<file path="src/rtl/des_stream_ctrl_pkg.sv">
// Shared constants for the DES stream wrapper: state encoding, widths and
// reference test-vector values used by benches.
package des_pkg;

  localparam int BLOCK_W = 64;
  localparam int BYTE_W  = 8;

  localparam logic [1:0] ST_FILL = 2'd0;
  localparam logic [1:0] ST_RUN  = 2'd1;
  localparam logic [1:0] ST_OUT  = 2'd2;

  typedef enum logic [1:0] {
    S_FILL = ST_FILL,
    S_RUN  = ST_RUN,
    S_OUT  = ST_OUT
  } state_e;

  // Classic single-block DES known-answer vector
  localparam logic [63:0] TV_KEY = 64'h1334_5779_9BBC_DFF1;
  localparam logic [63:0] TV_PT  = 64'h0123_4567_89AB_CDEF;
  localparam logic [63:0] TV_CT  = 64'h85E8_1354_0F0A_B405;

endpackage

</file>
<file path="src/rtl/des_stream_ctrl_if.sv">
// Byte-in / block-out stream bundle between the system bus and the DES wrapper.
interface des_stream_ctrl_if;
  import des_pkg::*;

  logic               in_valid;
  logic [BYTE_W-1:0]  in_data;
  logic               in_ready;
  logic               out_valid;
  logic [BLOCK_W-1:0] out_data;
  logic               out_ready;

  modport master (
    output in_valid, in_data, out_ready,
    input  in_ready, out_valid, out_data
  );

  modport slave (
    input  in_valid, in_data, out_ready,
    output in_ready, out_valid, out_data
  );
endinterface

</file>
<file path="src/rtl/des_stream_ctrl_packer.sv">
// Collects eight bytes into one 64-bit block; the first byte lands in the
// most-significant lane (DES bits 1..8).
module des_byte_packer
  import des_pkg::*;
(
  input  logic               clk,
  input  logic               rst,
  input  logic               en,
  input  logic               in_valid,
  input  logic [BYTE_W-1:0]  in_data,
  output logic               in_ready,
  output logic [BLOCK_W-1:0] block,
  output logic               block_full
);

  logic [2:0]         byte_cnt_q, byte_cnt_d;
  logic [BLOCK_W-1:0] block_q, block_d;
  logic               accept;

  assign in_ready   = en;
  assign accept     = in_valid && en;
  assign block_full = accept && (byte_cnt_q == 3'd7);
  assign block      = block_q;

  always_comb begin
    byte_cnt_d = byte_cnt_q;
    block_d    = block_q;
    if (accept) begin
      // 3-bit counter wraps to 0 after the eighth byte
      block_d[BLOCK_W-1-BYTE_W*int'(byte_cnt_q) -: BYTE_W] = in_data;
      byte_cnt_d = byte_cnt_q + 3'd1;
    end
  end

  always_ff @(posedge clk or posedge rst) begin
    if (rst) begin
      byte_cnt_q <= '0;
      block_q    <= '0;
    end else begin
      byte_cnt_q <= byte_cnt_d;
      block_q    <= block_d;
    end
  end

endmodule

</file>
<file path="src/rtl/des_stream_ctrl.sv">
// DES core wrapper: byte packing, key hold, start/ready sequencing and a
// watchdog. Optional CBC chaining is enabled with DES_CBC_EN.
module des_stream_ctrl
  import des_pkg::*;
#(
  parameter int TIMEOUT_CYCLES = 64,
  parameter int CNT_W          = 7
) (
  input  logic               clk,
  input  logic               rst,
  des_stream_ctrl_if.slave   s,
  input  logic               key_load,
  input  logic [BLOCK_W-1:0] key_in,
  output logic               key_ready,
`ifdef DES_CBC_EN
  input  logic               iv_load,
  input  logic [BLOCK_W-1:0] iv_in,
`endif
  output logic               des_start,
  output logic [BLOCK_W-1:0] des_in,
  output logic [BLOCK_W-1:0] des_key,
  input  logic               des_ready,
  input  logic [BLOCK_W-1:0] des_out,
  output logic               err_timeout
);

  state_e             state_q, state_d;
  logic [CNT_W-1:0]   wdog_q, wdog_d;
  logic [BLOCK_W-1:0] key_q, key_d;
  logic [BLOCK_W-1:0] out_data_q, out_data_d;
  logic               err_q, err_d;
  logic [BLOCK_W-1:0] block;
  logic               block_full;

  des_byte_packer u_packer (
    .clk        (clk),
    .rst        (rst),
    .en         (state_q == S_FILL),
    .in_valid   (s.in_valid),
    .in_data    (s.in_data),
    .in_ready   (s.in_ready),
    .block      (block),
    .block_full (block_full)
  );

  assign des_start   = (state_q == S_RUN);
  assign s.out_valid = (state_q == S_OUT);
  assign s.out_data  = out_data_q;
  assign key_ready   = (state_q != S_RUN);
  assign des_key     = key_q;
  assign err_timeout = err_q;

`ifdef DES_CBC_EN
  logic [BLOCK_W-1:0] chain_q, chain_d;
  assign des_in = block ^ chain_q;
`else
  assign des_in = block;
`endif

  always_comb begin
    state_d    = state_q;
    wdog_d     = wdog_q;
    key_d      = key_q;
    out_data_d = out_data_q;
    err_d      = err_q;
`ifdef DES_CBC_EN
    chain_d    = chain_q;
`endif
    case (state_q)
      S_FILL: begin
        if (block_full) begin
          state_d = S_RUN;
          wdog_d  = '0;
        end
      end
      S_RUN: begin
        // A completion in the final watchdog cycle still counts as success
        if (des_ready) begin
          out_data_d = des_out;
          state_d    = S_OUT;
          wdog_d     = '0;
`ifdef DES_CBC_EN
          chain_d    = des_out;
`endif
        end else if (wdog_q == CNT_W'(TIMEOUT_CYCLES - 1)) begin
          err_d   = 1'b1;
          state_d = S_FILL;
          wdog_d  = '0;
        end else begin
          wdog_d = wdog_q + 1'b1;
        end
      end
      S_OUT: begin
        if (s.out_ready) state_d = S_FILL;
      end
      default: state_d = S_FILL;
    endcase
    if (key_load && key_ready) begin
      key_d = key_in;
      err_d = 1'b0;
    end
`ifdef DES_CBC_EN
    if (iv_load && key_ready) begin
      chain_d = iv_in;
      err_d   = 1'b0;
    end
`endif
  end

  always_ff @(posedge clk or posedge rst) begin
    if (rst) begin
      state_q    <= S_FILL;
      wdog_q     <= '0;
      key_q      <= '0;
      out_data_q <= '0;
      err_q      <= 1'b0;
`ifdef DES_CBC_EN
      chain_q    <= '0;
`endif
    end else begin
      state_q    <= state_d;
      wdog_q     <= wdog_d;
      key_q      <= key_d;
      out_data_q <= out_data_d;
      err_q      <= err_d;
`ifdef DES_CBC_EN
      chain_q    <= chain_d;
`endif
    end
  end

endmodule
</file>
<file path="src/flat_wrapper.sv">
// flat-port wrapper written by rule: the top's interface ports become plain ports
module des_stream_ctrl_flat import des_pkg::*;
#(
  parameter int TIMEOUT_CYCLES = 64,
  parameter int CNT_W          = 7
)
  (clk, rst, key_load, key_in, key_ready, des_start, des_in, des_key, des_ready, des_out, err_timeout, s_in_valid, s_in_data, s_out_ready, s_in_ready, s_out_valid, s_out_data);
  des_stream_ctrl_if s_i ();
  input  logic clk;
  input  logic rst;
  input  logic key_load;
  input  logic [BLOCK_W-1:0] key_in;
  output logic key_ready;
  output logic des_start;
  output logic [BLOCK_W-1:0] des_in;
  output logic [BLOCK_W-1:0] des_key;
  input  logic des_ready;
  input  logic [BLOCK_W-1:0] des_out;
  output logic err_timeout;
  input wire logic [$bits(s_i.in_valid)-1:0] s_in_valid;
  input wire logic [$bits(s_i.in_data)-1:0] s_in_data;
  input wire logic [$bits(s_i.out_ready)-1:0] s_out_ready;
  output wire logic [$bits(s_i.in_ready)-1:0] s_in_ready;
  output wire logic [$bits(s_i.out_valid)-1:0] s_out_valid;
  output wire logic [$bits(s_i.out_data)-1:0] s_out_data;
  assign s_i.in_valid = s_in_valid;
  assign s_i.in_data = s_in_data;
  assign s_i.out_ready = s_out_ready;
  assign s_in_ready = s_i.in_ready;
  assign s_out_valid = s_i.out_valid;
  assign s_out_data = s_i.out_data;
  des_stream_ctrl #(.TIMEOUT_CYCLES(TIMEOUT_CYCLES), .CNT_W(CNT_W)) u_core (.clk(clk), .rst(rst), .s(s_i), .key_load(key_load), .key_in(key_in), .key_ready(key_ready), .des_start(des_start), .des_in(des_in), .des_key(des_key), .des_ready(des_ready), .des_out(des_out), .err_timeout(err_timeout));
endmodule
</file>
<file path="config.mk">
export PLATFORM = sky130hd
export DESIGN_NAME = des_stream_ctrl_flat
export DESIGN_NICKNAME = d
export VERILOG_FILES = /design/src/rtl/des_stream_ctrl_pkg.sv /design/src/rtl/des_stream_ctrl_if.sv /design/src/rtl/des_stream_ctrl_packer.sv /design/src/rtl/des_stream_ctrl.sv /design/src/flat_wrapper.sv
export SDC_FILE = /design/constraint.sdc
export NUM_CORES = 1
export LEC_CHECK = 0
export ABC_AREA = 1
export CAP_MARGIN = 20
export CELL_PAD_IN_SITES_DETAIL_PLACEMENT = 0
export CELL_PAD_IN_SITES_GLOBAL_PLACEMENT = 1
export CORE_MARGIN = 2
export CORE_UTILIZATION = 30
export DETAILED_ROUTE_END_ITERATION = 6
export MAX_ROUTING_LAYER = met4
export PLACE_DENSITY = 0.86
export SYNTH_ARGS = -nofsm -noshare
export SYNTH_HDL_FRONTEND = slang
export SYNTH_SLANG_ARGS = --single-unit
</file>
<file path="constraint.sdc">
create_clock -name clk -period 8 [get_ports clk]
set_input_delay 1.6 -clock clk [delete_from_list [all_inputs] [get_ports clk]]
set_output_delay 1.6 -clock clk [all_outputs]
set_load 0.02 [all_outputs]
</file>
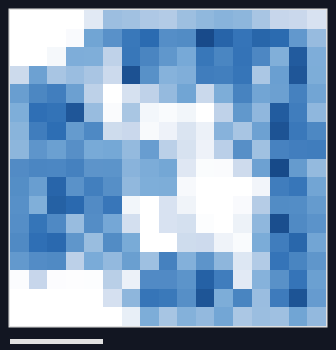
util_map.png
Scale bar: 50 um. 17 x 17 tiles, from white (low) to dark blue (high), 0 to 100% covered.
mean over tiles: 42%
fullest tile: 90%
densest ninth of the die: west
nearly empty tiles: 13%
emptiest ninth of the die: center

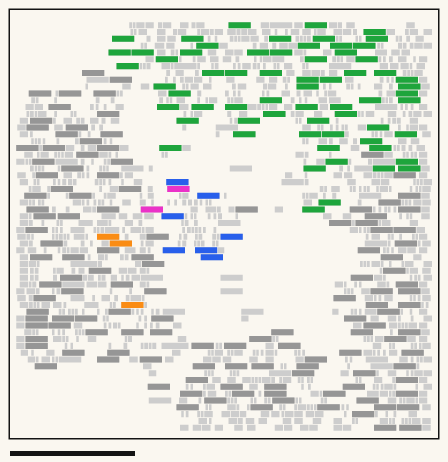
ff_map.png
Scale bar: 50 um.
legend:
  blue:
    name_in_the_netlist: `u_core.wdog_q`
    placed_flops: 7
    where: center
  green:
    name_in_the_netlist: `u_core.s.out_data`
    placed_flops: 64
  magenta:
    name_in_the_netlist: `u_core.state_q`
    placed_flops: 2
  orange:
    name_in_the_netlist: `u_core.u_packer.byte_cnt_q`
    placed_flops: 3

==> notes.md <==
yosys + openroad results -> crit path max fanout roughly 66, first-pass GRT wire length 40200 um, clk buf depth 3, clk latency late pin 0.51 ns, DR vias 7408, M1 WL 10600 um, core utilization at floorplan 30.7%, worst flop-to-flop path startpoint u_core.u_packer.byte_cnt_q[0], clk tree area frac 6.41%, Inserted Clock Buffers 24, layout cells sized above 1 5.58%, Synth flops between 200 and 250, CTS root buf clkbuf_16, Post-CTS Setup Inserts 0, Hold Crit Start u_core.s.out_data[0], H-tree levels 1, clk sinks 205, Commonest Layout Cell nand2_1, Peak Freq ~230 MHz, area grow syn2layout 53.9%, aoi share 3.44%, Final TNS setup 0 ns, Std-Cell Rows 60, Total Routing Usage GR 18.0%, DRT Wirelength 26400 um, maxcap violations 0, Mapped Area 8330 um2, Post-Syn Area per Cell just under 9 um2, comb_multi_in between 600 and 700, met3 wire length 2820 um, Hold Path Class reg -> reg, worst-path cell chain inv_1 -> nand2_1 -> inv_2 -> buf_4 -> clkdlybuf4s50_1, met3 usage around 6.5%, grt met1 use a little over a fifth, status complete, no violations, Worst Path Buf+Inv 4, Req. time, crit path 6.40 ns, Setup CP Type reg -> out, vias per cell 4.50, number of non-clock inverters 25, reg-to-reg slack, setup between 5 and 6 ns, Top delay family on crit path buffers and inverters, Synth mux share 0%, FF-to-FF End u_core.wdog_q[2], Post-synth seq share 61.6%, EDFF count, synth 0, Placement Setup Slack 4.15 ns, Leak 6.13 nW, IO Port Bufs 338, CP arrival 2.71 ns, largest net degree at the start of global routing roughly 140, final slew viol count 0, tool warnings 32, Non-CTS buffers 344, crit start category register, core area ~27000 um2, Max-area cell share between 60% and 70%, gr busiest metal met2, Register Area just over 5000 um2, CTS tree yes, Hold Buf Count CTS 0, clkbuf count 35, initial antenna violation count 2, cell count after synthesis 933, DRT iter0 DRCs roughly 440, Top Layout Cells nand2_1, clkdlybuf4s50_1, dfrtp_1, VDD IR-drop max 0.194 mV, cell type with the largest total area dfrtp_1, DP HPWL around 18000 um, Top class by area sequential cells, CP endpoint kind primary output, Finish-stage setup viols 0, met2 wire len ~12000 um, Hold Path Depth 2, R2R depth 7, YS chip area ~8300 um2, Comb/total area 22.3%, Die Width between 150 and 200 um, RePlAce Congestion 0.819, Post-CTS Resized 0, simple-gate share of the synthesized area 29.5%, comb area leader simple AND/OR/NAND/NOR gates, overflow left after global routing 0, vias in the first global route 7297, io pins 339, Non-clock buffering overhead 26.8%, Synth warnings 0, Final Hold Vio Count 0, Clock transition at path regs 0.06 ns, asr flop ratio synth 100%, ys cells 933, Tightest Pin Transition 0.954 ns, post-DR wirelength/cell between 15 and 20 um, Dominant Register Cell dfrtp_1, CP max-delay cell clkdlybuf4s50_1
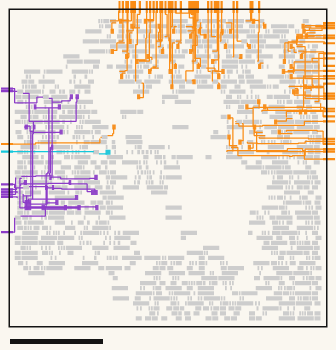
port_trees.png
Scale bar: 50 um.
legend:
  orange:
    port: `des_out`
    bits: 64
    direction: input
    edge: 37 north, 26 east, 1 west
    end_cells: 64
    buffers: 64
    wire: 2050 um
  purple:
    port: `s_in_data`
    bits: 8
    direction: input
    edge: west
    end_cells: 26
    buffers: 8
    wire: 689 um
  cyan:
    port: `s_out_ready`
    bits: 1
    direction: input
    edge: west
    end_cells: 1
    buffers: 1
    wire: 48.9 um

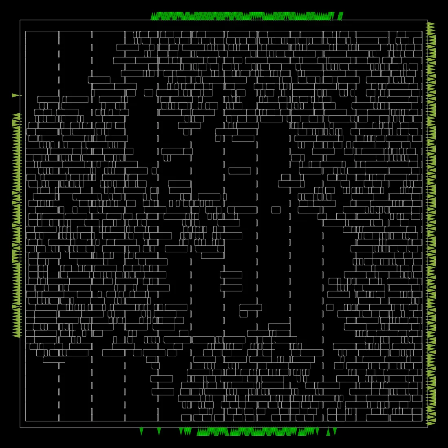
placed.png
Well Taps: 372
post-layout util: 47.3%
Fillers: 2550

[Yosys cell counts (2+ instances only)]
library cell and n:
buf_4 5, nor3_4 6, inv_2 8, buf_6 2
inv_1 16, o21ai_2 5, dfrtp_1 205, a21oi_1 3
nand3_1 91, nor2_1 19, clkbuf_1 11, buf_2 28
buf_1 3, o21ai_0 21, ha_1 7, nand2_1 467
nor3_1 12, o31ai_1 10, o21ai_1 8
[power by group]
group          switching, W  internal (W)
clock network      0.000442      0.000686
logic               0.00108      0.000831
registers          0.000242       0.00139
total               0.00176       0.00291
[per-stage QoR]
step	hold WS [ns]	total power (W)	cell area, um2
after floorplan	0.494	0.00259	8330
after global placement	0.453	0.00355	12000
after detailed placement	0.457	0.00357	12000
after CTS	0.472	0.00473	12800
after global routing	0.482	0.00496	12800
final	0.467	0.00467	12800
[worst max-delay path by stage]
| stage | startpoint | endpoint | slack (ns) | cells after the start |
|---|---|---|---|---|
| final | u_core.state_q[1] | des_start | 3.69 | 5 |
| after global routing | u_core.state_q[1] | des_start | 3.53 | 5 |
| after CTS | u_core.state_q[1] | des_start | 3.64 | 5 |
| after detailed placement | rst | u_core.s.out_data[63] | 4.15 | 3 |
| after global placement | rst | u_core.s.out_data[43] | 4.16 | 3 |
| after floorplan | rst | u_core.des_key[0] | 0.80 | 1 |
[state kept, by name (all words and copies together), names as in the netlist]
name / count
u_core.s.out_data: 64
u_core.des_key: 64
u_core.u_packer.block: 64
u_core.u_packer.byte_cnt_q: 3
u_core.state_q: 2
u_core.err_timeout: 1
u_core.wdog_q: 7
[worst min-delay path, stage by stage (launching register included)]
cell,delay (ns)
dfrtp_1,0.34
nand2_1,0.05
nand2_1,0.05
Power and IR drop assume default switching activity.
